Fig. 1: run 1, track usage over the die
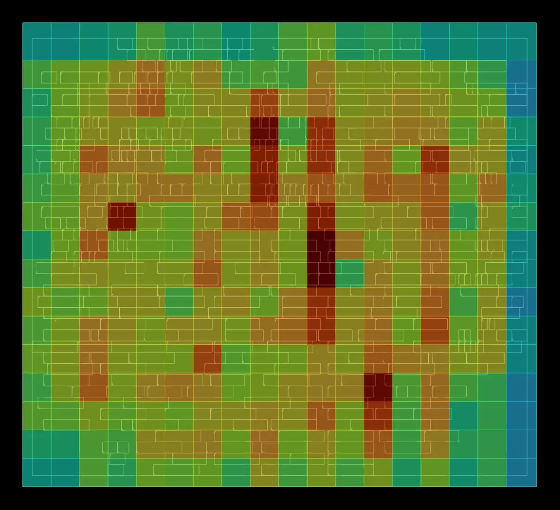
Fig. 2: run 1, the metal 1 layer
Drawn at 4 px/um.
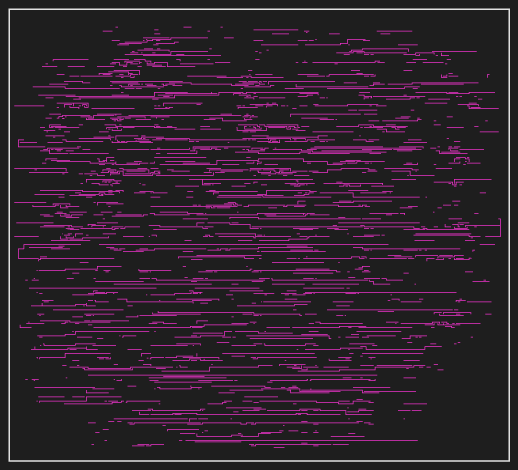
Fig. 3: run 1, drive-strength map
Drawn at 3 px/um.
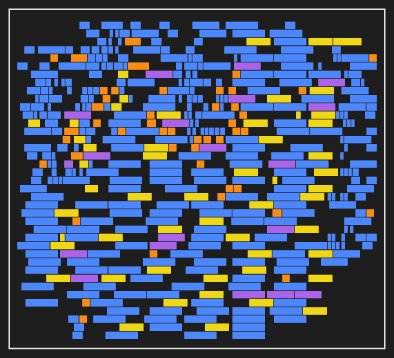
## config.mk

```make
export PLATFORM = sky130hd
export DESIGN_NAME = morse_key_sequencer
export DESIGN_NICKNAME = d
export VERILOG_FILES = /design/src/rtl/morse_key_sequencer.sv
export SDC_FILE = /design/constraint.sdc
export NUM_CORES = 1
export LEC_CHECK = 0
export CORE_ASPECT_RATIO = 0.9
export CORE_MARGIN = 2
export CORE_UTILIZATION = 50
export CTS_CLUSTER_SIZE = 8
export DETAILED_ROUTE_END_ITERATION = 7
export PLACE_DENSITY_LB_ADDON = 0.08
export SYNTH_ARGS = -nofsm -noshare
export SYNTH_HDL_FRONTEND = slang
export SYNTH_SLANG_ARGS = --single-unit
```

## constraint.sdc

```tcl
create_clock -name clk -period 4.2 [get_ports clk]
set_input_delay 0.84 -clock clk [delete_from_list [all_inputs] [get_ports clk]]
set_output_delay 0.84 -clock clk [all_outputs]
set_load 0.01 [all_outputs]
```

## src/rtl/morse_key_sequencer.sv

```systemverilog
// Scan-code filter, typed-character FIFO and playback sequencer between the
// PS/2 receiver and the Morse encoder.
module morse_key_sequencer #(
   parameter int DEPTH = 16,
   parameter int AW    = 4
) (
   input  logic          clk,
   input  logic          rst_n,
   input  logic [7:0]    scan_code,
   input  logic          scan_valid,
   input  logic          enc_busy,
   output logic          enc_start,
   output logic [7:0]    enc_code,
   output logic [1:0]    speed_sel,
   output logic [AW:0]   buf_count,
   output logic          buf_full,
   output logic          playing,
   output logic          overflow
);

   localparam logic [1:0] COLLECT   = 2'd0;
   localparam logic [1:0] ISSUE     = 2'd1;
   localparam logic [1:0] WAIT_ACK  = 2'd2;
   localparam logic [1:0] WAIT_DONE = 2'd3;

   localparam logic [7:0] KEY_BREAK  = 8'hF0;
   localparam logic [7:0] KEY_EXT    = 8'hE0;
   localparam logic [7:0] KEY_F1     = 8'h05;
   localparam logic [7:0] KEY_F2     = 8'h06;
   localparam logic [7:0] KEY_F3     = 8'h04;
   localparam logic [7:0] KEY_F4     = 8'h0C;
   localparam logic [7:0] KEY_ENTER  = 8'h5A;
   localparam logic [7:0] KEY_BKSP   = 8'h66;

   localparam logic [AW:0] FULL_CNT = (AW+1)'(DEPTH);

   logic [1:0]    state_q, state_d;
   logic [AW-1:0] wr_ptr_q, wr_ptr_d;
   logic [AW-1:0] rd_ptr_q, rd_ptr_d;
   logic [AW:0]   count_q, count_d;
   logic          break_q, break_d;
   logic [1:0]    speed_q, speed_d;
   logic          overflow_q, overflow_d;
   logic          start_q, start_d;
   logic [7:0]    code_q, code_d;

   logic [7:0]    mem [DEPTH];

   logic          push_req, push_ok, pop, bksp, enter, full, nonempty;

   assign full     = (count_q == FULL_CNT);
   assign nonempty = (count_q != '0);
   assign pop      = (state_q == ISSUE) && !enc_busy;
   assign push_ok  = push_req && (!full || pop);

   // Input filter: break prefix swallows the following byte; control keys
   // are decoded; everything else is a character to store.
   always_comb begin
      // NOTE: every combinational output gets a default first so no latch is inferred.
      break_d  = break_q;
      speed_d  = speed_q;
      push_req = 1'b0;
      bksp     = 1'b0;
      enter    = 1'b0;
      if (scan_valid) begin
         if (scan_code == KEY_BREAK) begin
            break_d = 1'b1;
         end else if (break_q) begin
            break_d = 1'b0;
         end else if (scan_code == KEY_EXT) begin
            break_d = break_q;
         end else if (scan_code == KEY_F1) begin
            speed_d = 2'd0;
         end else if (scan_code == KEY_F2) begin
            speed_d = 2'd1;
         end else if (scan_code == KEY_F3) begin
            speed_d = 2'd2;
         end else if (scan_code == KEY_F4) begin
            speed_d = 2'd3;
         end else if (scan_code == KEY_ENTER) begin
            enter = (state_q == COLLECT) && nonempty;
         end else if (scan_code == KEY_BKSP) begin
            bksp = (state_q == COLLECT) && nonempty;
         end else begin
            push_req = 1'b1;
         end
      end
   end

   // FIFO bookkeeping; backspace only happens in COLLECT so it never meets a pop.
   always_comb begin
      wr_ptr_d   = wr_ptr_q;
      rd_ptr_d   = rd_ptr_q;
      count_d    = count_q;
      overflow_d = overflow_q | (push_req && !push_ok);
      if (push_ok) wr_ptr_d = wr_ptr_q + AW'(1);
      if (bksp)    wr_ptr_d = wr_ptr_q - AW'(1);
      if (pop)     rd_ptr_d = rd_ptr_q + AW'(1);
      if (push_ok && !pop)       count_d = count_q + 1'b1;
      else if (pop && !push_ok)  count_d = count_q - 1'b1;
      else if (bksp)             count_d = count_q - 1'b1;
   end

   always_comb begin
      state_d = state_q;
      start_d = 1'b0;
      code_d  = code_q;
      case (state_q)
         COLLECT:   if (enter) state_d = ISSUE;
         ISSUE: begin
            if (pop) begin
               start_d = 1'b1;
               code_d  = mem[rd_ptr_q];
               state_d = WAIT_ACK;
            end
         end
         WAIT_ACK:  if (enc_busy) state_d = WAIT_DONE;
         WAIT_DONE: if (!enc_busy) state_d = nonempty ? ISSUE : COLLECT;
         default:   state_d = COLLECT;
      endcase
   end

   // NOTE: sequential state uses non-blocking assignments only.
   always_ff @(posedge clk or negedge rst_n) begin
      if (!rst_n) begin
         state_q    <= COLLECT;
         wr_ptr_q   <= '0;
         rd_ptr_q   <= '0;
         count_q    <= '0;
         break_q    <= 1'b0;
         speed_q    <= 2'd0;
         overflow_q <= 1'b0;
         start_q    <= 1'b0;
         code_q     <= 8'h00;
      end else begin
         state_q    <= state_d;
         wr_ptr_q   <= wr_ptr_d;
         rd_ptr_q   <= rd_ptr_d;
         count_q    <= count_d;
         break_q    <= break_d;
         speed_q    <= speed_d;
         overflow_q <= overflow_d;
         start_q    <= start_d;
         code_q     <= code_d;
      end
   end

   // NOTE: storage is not reset; the pointers and count define which entries are valid.
   always_ff @(posedge clk) begin
      if (push_ok) mem[wr_ptr_q] <= scan_code;
   end

   assign enc_start = start_q;
   assign enc_code  = code_q;
   assign speed_sel = speed_q;
   assign buf_count = count_q;
   assign buf_full  = full;
   assign playing   = (state_q != COLLECT);
   assign overflow  = overflow_q;

endmodule

```

==> flow_summary.ini, run 1 <==
; generated from flow reports
[cts]
htree_levels = 4
clockBufferDepth = 2
cts_buffers = 17

[worst_setup_path]
cp.arrival_ps = 3820
rr_startpoint = break_q
rrSetupSlack_ps = 1510
worstSetupPathType = in -> reg
cp_num_buf_inv = 2
critPathTopFamily = simple AND/OR/NAND/NOR gates
critPathMaxStageDelay_ps = 560

[yosys]
synthDistinctLibCells = 51
synth_async_sr_flop_share = 0.179
ff_type = edfxtp_1
synth-simple-area-share = 0.0694
syn_avg_cell_area_um2 = 17.7
syn_inst = 370

[finish]
largest_register = mem
logic_gate_count = 187
seq_area_um2 = 4550
areaGrowthSynthToFinish_pct = 19.0
layout_top_cells = edfxtp_1, mux4_2, nand2_1, buf_4, clkdlybuf4s50_1
fin_nets = 465
inverters_excl_clock = 13
logic_area_um2 = 1900

[sta]
tightest_slew_ps = 745
holdWs_ps = 473
hold_violations = 0

[run_status]
status = finished clean

[power_and_ir_drop]
power_leakage_nw = 2.78
seq_power_share = 0.424
power_clock_mw = 1.38

[route]
met1_length_um = 6000
totalWireLength_um = 13000

[grt]
use_met2 = 0.310
gr-total-overflow = 0

[worst_hold_path]
min_path_type = reg -> reg
min_delay_path_depth = 2

[floorplan]
io_pins = 31
About Fig. 1:
gr usage total: 0.201
GR Layer Usage met3: 0.0558
GRT busiest layer: met2
met1 Use GR: 0.287
fin util: 0.612

About Fig. 2:
longest straight run: 72.2 um
nets with wire on the layer: 435
main direction: horizontal
share of all routed wire: 46%

About Fig. 3:
legend:
  _6 and larger:
    colour: purple
    cells: 19
    share: 4.2%
  _0 and _1 cells:
    colour: blue
    cells: 333
    share: 74%
  _2 cells:
    colour: yellow
    cells: 53
    share: 12%
  _3 and _4 cells:
    colour: orange
    cells: 46
    share: 10%

Fig. 4: run 1, a small window of the routed layout
Region (19, 72) to (44, 97) um. Cells in grey, sequential cells in the stronger grey; small squares are vias.
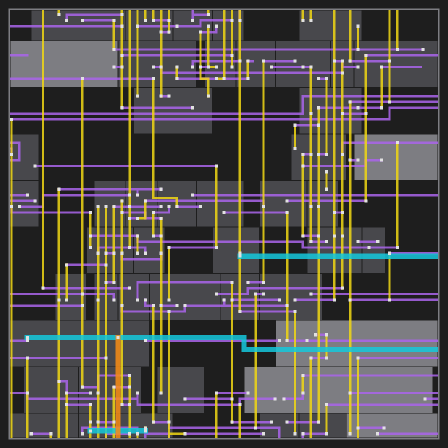

==> run 2: changes to the inputs <==
- clock period: 4.2 -> 3.32 ns (I/O delays scaled with it)
Fig. 5: run 2, a small window of the routed layout
Region (19, 72) to (44, 97) um. Cells in grey, sequential cells in the stronger grey; small squares are vias.
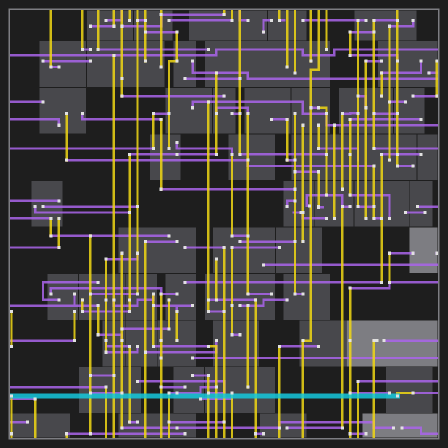
legend:
  metal 1:
    colour: purple
  metal 2:
    colour: yellow
  metal 3:
    colour: cyan
cells with their middle in the window: 45
most frequent: buf_4 (9), o21ai_0 (4)
sequential cells in the window: 0

Fig. 6: run 2, track usage over the die
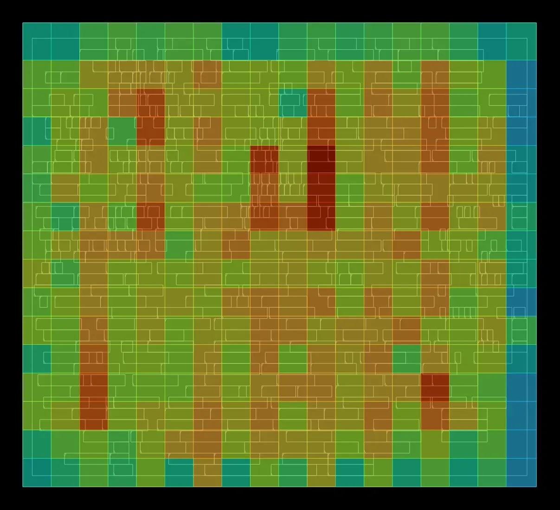
GR Layer Usage met3: 0.0520
met1 Use GR: 0.293
wire length per cell: 21.8 um

Fig. 7: run 2, the metal 1 layer
Drawn at 4 px/um.
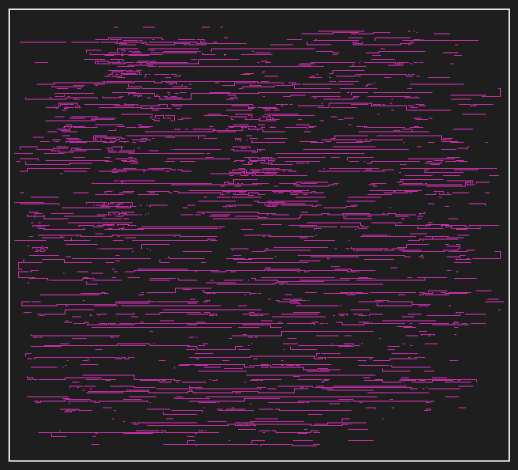
longest straight run: 42.8 um
nets with wire on the layer: 447
wire length on this layer: 6190 um
main direction: horizontal

==> flow_summary.ini, run 2 <==
; generated from flow reports
[power_and_ir_drop]
power_clock_mw = 1.84
power_leakage_nw = 2.90

[worst_setup_path]
critPathMaxStageDelay_ps = 510
critPathTopFamily = simple AND/OR/NAND/NOR gates
cp_num_buf_inv = 2
rr_startpoint = break_q
cp.arrival_ps = 3350

[yosys]
syn_inst = 370
ff_type = edfxtp_1
synth_async_sr_flop_share = 0.179
synthDistinctLibCells = 51

[finish]
logic_gate_count = 187
seq_area_um2 = 4550
inverters_excl_clock = 13
logic_area_um2 = 1910
largest_register = mem
fin_nets = 477
areaGrowthSynthToFinish_pct = 21.4

[sta]
holdWs_ps = 473
hold_violations = 0

[cts]
cts_buffers = 17
clockBufferDepth = 2
htree_levels = 4

[worst_hold_path]
min_path_type = reg -> reg
min_delay_path_depth = 2

[floorplan]
io_pins = 31

[run_status]
status = finished clean

[grt]
grt_use_total = 0.213
busiest_layer = met2

[route]
totalWireLength_um = 13700
==> run 3: changes to the inputs <==
- SKIP_CTS_REPAIR_TIMING: unset -> 1
Fig. 8: run 3, track usage over the die
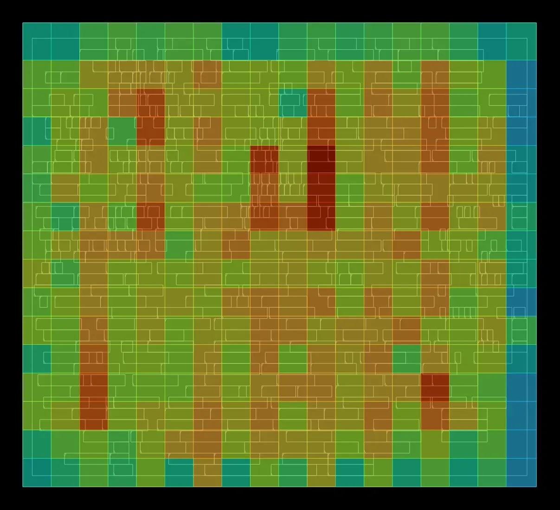
gr usage total: 0.213
fin util: 0.624
met2 usage: 0.343

Fig. 9: run 3, the metal 1 layer
Drawn at 4 px/um.
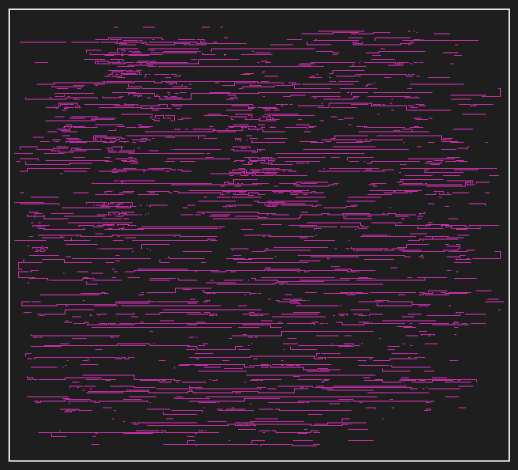
wire length on this layer: 6190 um
main direction: horizontal
longest straight run: 42.8 um

==> flow_summary.ini, run 3 <==
; generated from flow reports
[floorplan]
io_pins = 31

[yosys]
synthDistinctLibCells = 51
syn_inst = 370
synth-simple-area-share = 0.0694
ff_type = edfxtp_1
ys_chip_area_um2 = 6550
synth_async_sr_flop_share = 0.179

[route]
wl_per_cell_um = 21.8
totalWireLength_um = 13700
met1_length_um = 6190

[sta]
tightest_slew_ps = 914
holdWs_ps = 473

[finish]
inverters_excl_clock = 13
logic_area_um2 = 1910
layout_top_cells = edfxtp_1, buf_4, mux4_2, nand2_1, dfrtp_1
largest_register = mem
clockBufferCount = 19
areaGrowthSynthToFinish_pct = 21.4
fin_nets = 477

[cts]
clockBufferDepth = 2
htree_levels = 4

[worst_setup_path]
cp.arrival_ps = 3350
rr_startpoint = break_q
cp_num_buf_inv = 2
worstSetupPathType = in -> reg
rrSetupSlack_ps = 670
critPathMaxStageDelay_ps = 510

[worst_hold_path]
min_path_type = reg -> reg

[grt]
gr-usage-met3 = 0.0520
busiest_layer = met2
gr-total-overflow = 0
grt_use_met1 = 0.293

[power_and_ir_drop]
power_leakage_nw = 2.90
seq_power_share = 0.409
power_clock_mw = 1.84

[run_status]
status = finished clean
Fig. 10: run 3, drive-strength map
Drawn at 3 px/um.
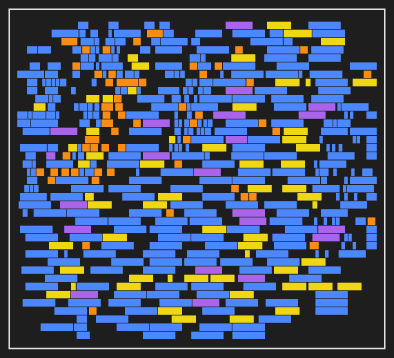
legend:
  _0 and _1 cells:
    colour: blue
    cells: 331
    share: 71%
  _6 and larger:
    colour: purple
    cells: 21
    share: 4.5%
  _3 and _4 cells:
    colour: orange
    cells: 55
    share: 12%
  _2 cells:
    colour: yellow
    cells: 58
    share: 12%


==> layout pictures side by side <==
Cell classes on the final placement.
Drawn at 3 px/um.
panel A
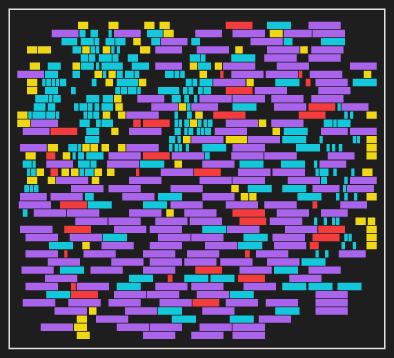
panel B
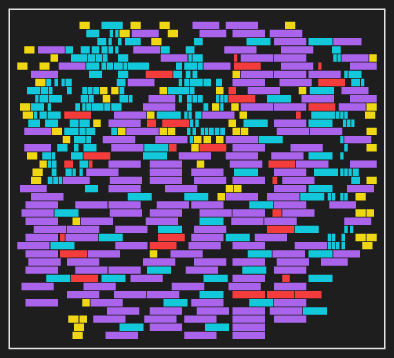
panel A: run 3
panel B: run 1

Key to panel B:
legend:
  sequential cells:
    colour: purple
    cells: 156
    share_of_their_area: 60%
  combinational and other logic:
    colour: cyan
    cells: 200
    share_of_their_area: 26%
  remaining buffers and delay cells:
    colour: yellow
    cells: 65
    share_of_their_area: 7.4%
  clock drivers and dummy loads:
    colour: red
    cells: 30
    share_of_their_area: 7.0%

